===== src/rtl/sram_sched_pkg.sv =====
// rtl/sram_sched_pkg.sv - shared types and constants for the SRAM access scheduler
package sram_sched_pkg;

  typedef enum logic [1:0] {
    IDLE    = 2'd0,
    SETUP   = 2'd1,
    STROBE  = 2'd2,
    RECOVER = 2'd3
  } state_t;

  localparam int DEF_ADDR_W = 4;
  localparam int DEF_DATA_W = 8;
  localparam int MAX_STROBE = 4;
  localparam int CNT_W      = $clog2(MAX_STROBE);

endpackage


===== src/rtl/sram_access_sched_arb.sv =====
// rtl/sram_access_sched_arb.sv - combinational round-robin arbiter, one-hot grant
module rr_arbiter #(
  parameter int N_REQ = 2,
  parameter int PTR_W = $clog2(N_REQ)
) (
  input  logic [N_REQ-1:0] req,
  input  logic [PTR_W-1:0] pointer,
  output logic [N_REQ-1:0] grant
);

  logic found;

  // First pass searches pointer..N_REQ-1, second pass wraps to 0..pointer-1.
  always_comb begin
    grant = '0;
    found = 1'b0;
    for (int i = 0; i < N_REQ; i++) begin
      if (!found && req[i] && (i >= int'(pointer))) begin
        grant[i] = 1'b1;
        found    = 1'b1;
      end
    end
    for (int i = 0; i < N_REQ; i++) begin
      if (!found && req[i] && (i < int'(pointer))) begin
        grant[i] = 1'b1;
        found    = 1'b1;
      end
    end
  end

endmodule


===== src/rtl/sram_access_sched.sv =====
// rtl/sram_access_sched.sv - round-robin sequencer of setup/strobe/recover SRAM row accesses
module sram_access_sched
  import sram_sched_pkg::*;
#(
  parameter int ADDR_W        = DEF_ADDR_W,
  parameter int DATA_W        = DEF_DATA_W,
  parameter int N_REQ         = 2,
  parameter int STROBE_CYCLES = 1
) (
  input  logic                      clk,
  input  logic                      rst_n,
  input  logic [N_REQ-1:0]          req_valid,
  input  logic [N_REQ-1:0]          req_we,
  input  logic [N_REQ*ADDR_W-1:0]   req_addr,
  input  logic [N_REQ*DATA_W-1:0]   req_wdata,
  output logic [N_REQ-1:0]          req_ready,
  output logic [N_REQ-1:0]          rsp_valid,
  output logic [DATA_W-1:0]         rsp_rdata,
  output logic [ADDR_W-1:0]         dec_select,
  output logic                      dec_enable,
  output logic                      mem_we,
  output logic [DATA_W-1:0]         mem_wdata,
  input  logic [DATA_W-1:0]         mem_rdata
);

  localparam int PTR_W = $clog2(N_REQ);

  state_t             state, state_nxt;
  logic [PTR_W-1:0]   ptr, owner, win_id;
  logic [CNT_W-1:0]   cnt;
  logic [N_REQ-1:0]   grant, rsp_nxt;
  logic               accept, enable_nxt, we_nxt;

  rr_arbiter #(.N_REQ(N_REQ), .PTR_W(PTR_W)) u_arb (
    .req     (req_valid),
    .pointer (ptr),
    .grant   (grant)
  );

  always_comb begin
    win_id = '0;
    for (int i = 0; i < N_REQ; i++) begin
      if (grant[i]) win_id = PTR_W'(i);
    end
  end

  always_ff @(posedge clk or negedge rst_n) begin
    if (!rst_n) state <= IDLE;
    else        state <= state_nxt;
  end

  always_comb begin
    state_nxt = state;
    case (state)
      IDLE:    if (accept) state_nxt = SETUP;
      SETUP:   state_nxt = STROBE;
      STROBE:  if (cnt == '0) state_nxt = RECOVER;
      RECOVER: state_nxt = IDLE;
      default: state_nxt = IDLE;
    endcase
  end

  // Registered outputs are loaded from the next state so they line up with it.
  always_comb begin
    req_ready = '0;
    if (state == IDLE && rst_n) req_ready = grant;
    accept     = |req_ready;
    enable_nxt = (state_nxt == STROBE);
    we_nxt     = 1'b0;
    if (state_nxt == SETUP)       we_nxt = req_we[win_id];
    else if (state_nxt == STROBE) we_nxt = mem_we;
    rsp_nxt = '0;
    if (state_nxt == RECOVER) rsp_nxt[owner] = 1'b1;
  end

  always_ff @(posedge clk or negedge rst_n) begin
    if (!rst_n) begin
      ptr        <= '0;
      owner      <= '0;
      cnt        <= '0;
      dec_select <= '0;
      dec_enable <= 1'b0;
      mem_we     <= 1'b0;
      mem_wdata  <= '0;
      rsp_valid  <= '0;
      rsp_rdata  <= '0;
    end else begin
      dec_enable <= enable_nxt;
      mem_we     <= we_nxt;
      rsp_valid  <= rsp_nxt;
      if (accept) begin
        dec_select <= req_addr[win_id*ADDR_W +: ADDR_W];
        mem_wdata  <= req_wdata[win_id*DATA_W +: DATA_W];
        owner      <= win_id;
        ptr        <= (int'(win_id) == N_REQ-1) ? '0 : win_id + 1'b1;
      end
      if (state == SETUP)                   cnt <= CNT_W'(STROBE_CYCLES-1);
      else if (state == STROBE && cnt != '0) cnt <= cnt - 1'b1;
      if (state == STROBE && cnt == '0 && !mem_we) rsp_rdata <= mem_rdata;
    end
  end

endmodule

===== config.mk =====
export PLATFORM = sky130hd
export DESIGN_NAME = sram_access_sched
export DESIGN_NICKNAME = d
export VERILOG_FILES = /design/src/rtl/sram_sched_pkg.sv /design/src/rtl/sram_access_sched_arb.sv /design/src/rtl/sram_access_sched.sv
export SDC_FILE = /design/constraint.sdc
export NUM_CORES = 1
export LEC_CHECK = 0
export CAP_MARGIN = 40
export CORE_MARGIN = 3
export CORE_UTILIZATION = 36
export CTS_BUF_LIST = sky130_fd_sc_hd__clkbuf_16
export CTS_CLUSTER_DIAMETER = 100
export DETAILED_ROUTE_END_ITERATION = 10
export PLACE_DENSITY = 0.75
export SYNTH_ARGS = -nofsm -noshare
export SYNTH_HDL_FRONTEND = slang
export SYNTH_SLANG_ARGS = --single-unit

===== constraint.sdc =====
create_clock -name clk -period 1.4 [get_ports clk]
set_clock_uncertainty 0.1 [all_clocks]
set_input_delay 0.14 -clock clk [delete_from_list [all_inputs] [get_ports clk]]
set_output_delay 0.14 -clock clk [all_outputs]
set_load 0.1 [all_outputs]

Fig. 1: run 1, power grid
Scale bar: 20 microns. Pins as bars on the die edge. Tap cells in gray.
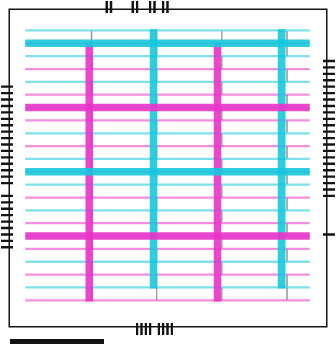
- VSS: magenta
- VDD: cyan
- rows: 21
- signal pins: 64
- met1 rails: 22
- met5 straps: 4
- met4 straps: 4

Fig. 2: run 1, placement by cell class
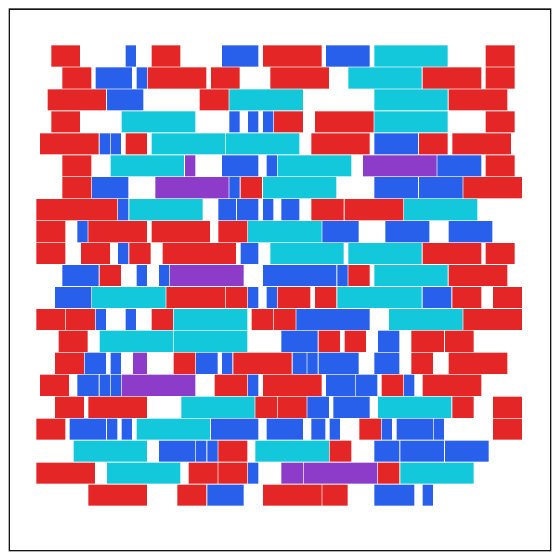
- all other logic: blue (cells 81; share of their area 25%)
- flip-flops: cyan (cells 30; share of their area 28%)
- other buffers and delay cells: red (cells 89; share of their area 42%)
- clock drivers and dummy loads: purple (cells 8; share of their area 5.2%)

Fig. 3: run 1, clock wires, drivers and flops
Scale bar: 20 microns.
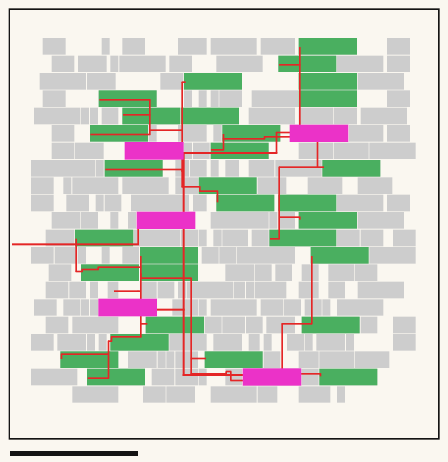
- flip-flops: green (count 30)
- clock wires: red (length 372 microns)
- cells driving clock nets: magenta (count 5)
- routed clock nets: 6
clk_lat worst skew: 0.27 ns

==> Changelog: implementation, run 1 <==
### Metrics

* Pin count of the biggest net entering global routing at 23
* CP Capture Type: primary output
* Max clock buf depth at 2
* Failing checks: setup timing
* Crit Path Max Fanout at 4
* Status: finished with violations
* Commonest flop: dfrtp_1
* TNS Setup at -4.51 ns
* Final Cycle Share at 119%
* Clk root buf: clkbuf_16
* N_taps at 46
* Final setup vio count at 29
* Sink Count at 30
* Top cell area share at a little under three fifths
* Area leader, netlist: dfrtp_1
* FF-to-FF path depth at 7
* Worst setup margin at -0.268 ns
* WL per Instance at 16.6 microns
* Tmin final at 1.67 ns
* Distinct lib cells at 24
* Ys flops at 30
Fig. 4: run 1, signal wires by layer
Scale bar: 20 microns. Only two layers are drawn.
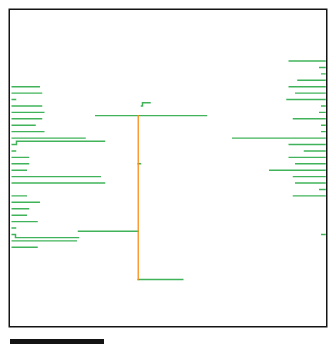

==> run 1 -> run 2 <==
CORE_UTILIZATION = 25   (was 36)
PLACE_DENSITY = default   (was 0.75)
Fig. 5: run 2, signal wires by layer
Scale bar: 20 microns. Only two layers are drawn.
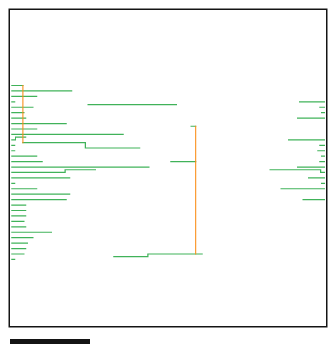
- met3: green (wire length 404 microns)
- met4: orange (wire length 46.2 microns)

Fig. 6: run 2, placement by cell class
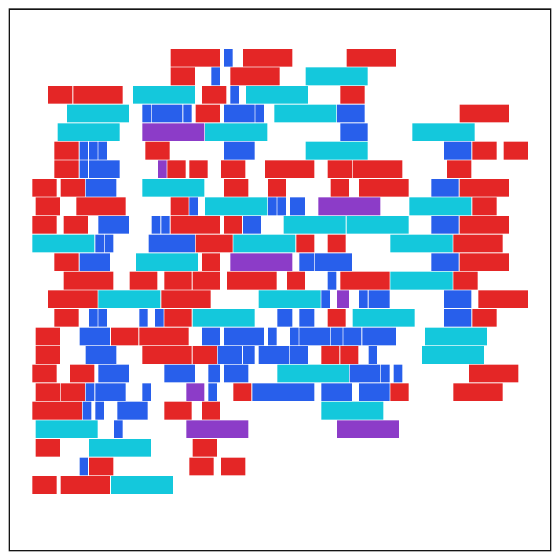
- clock drivers and dummy loads: purple (cells 8; share of their area 5.3%)
- other buffers and delay cells: red (cells 87; share of their area 42%)
- flip-flops: cyan (cells 30; share of their area 28%)
- all other logic: blue (cells 81; share of their area 24%)

==> Changelog: implementation, run 2 <==
### Metrics

* Clk root buf: clkbuf_16
* Final Cycle Share at 113% (-6.0 points)
* Pin count of the biggest net entering global routing at 15 (-35%)
* TNS Setup at -3.67 ns (+0.840 ns)
* N_taps at 67 (+46%)
* Area leader, netlist: dfrtp_1
* Top cell area share at 56.2% (unchanged)
* FF-to-FF path depth at 6 (-1)
* DR WL met3 at slightly above 400 microns
* Clk_lat worst skew at 0.27 ns (about the same)
* WL per Instance at 13.7 microns (-17%)
* Status: finished with violations
* Worst setup margin at -0.184 ns (+0.0836 ns)
* Crit Path Max Fanout at 3 (-1)
* Commonest flop: dfrtp_1
* Met2 WL at 1900 microns
* Max clock buf depth at 2 (unchanged)
* Final setup vio count at 29 (unchanged)
* XOR/XNOR Area Share at less than 1%
* Failing checks: setup timing
* Area share of fa/ha/maj cells after synthesis at 3.75%
* CP Capture Type: primary output
* Distinct lib cells at 24 (unchanged)
* Tmin final at 1.58 ns (-0.0836 ns)
==> run 2 -> run 3 <==
CTS_CLUSTER_SIZE = 30   (was default)
SLEW_MARGIN = 20   (was default)
Fig. 7: run 3, clock nets
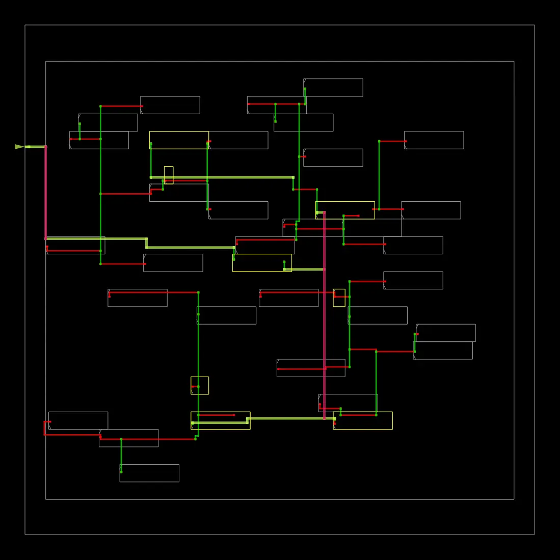
Clock Buffer Count: 5
seq_cells: 30
Num CTS Buffers: 5
Sink Count: 30

==> Changelog: implementation, run 3 <==
### Metrics

* Status: finished with violations
* Clk root buf: clkbuf_16
* Multiplexer share at 7.50%
* N_taps at 67 (unchanged)
* CP Capture Type: primary output
* Tmin final at 1.58 ns (unchanged)
* Die Ht at slightly below 80 microns
* TNS Setup at -3.67 ns (unchanged)
* Area share of fa/ha/maj cells after synthesis at 3.75% (unchanged)
* Area leader, netlist: dfrtp_1
* Grt met2 use at between 20% and 30%
* Number of non-clock inverters in the layout at 9
* Final setup vio count at 29 (unchanged)
* Reg2reg end: rsp_rdata[0]
* Final Cycle Share at 113% (unchanged)
* FF-to-FF path depth at 6 (unchanged)
* DR iter-0 viols at 30
* Ranking of synthesized cells by area: dfrtp_1, a22oi_2, nand2_1, mux2_2, ha_1
* Top cell area share at 56.2% (unchanged)
* Distinct lib cells at 24 (unchanged)
* Max clock buf depth at 2 (unchanged)
* Clk_lat worst skew at 0.27 ns (about the same)
* Failing checks: setup timing
* Crit Path Max Fanout at 3 (unchanged)
* DR WL met3 at 404 microns (unchanged)
* Critical path depth at 5
* Commonest flop: dfrtp_1
* Max Slew Vio Count at 0
* Worst setup margin at -0.184 ns (unchanged)
* Pin count of the biggest net entering global routing at 15 (unchanged)
Fig. 8: run 3, signal wires by layer
Scale bar: 20 microns. Only two layers are drawn.
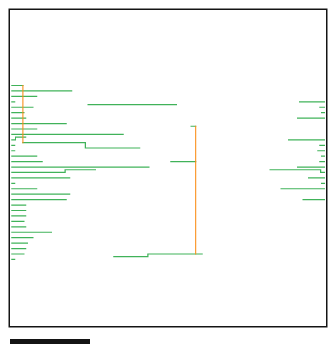
- met3: green (wire length 404 microns)
- met4: orange (wire length 46.2 microns)
final wirelength: 3750 microns
WL per Instance: 13.7 microns
total track usage: 13.2%
DR vias: 1,194

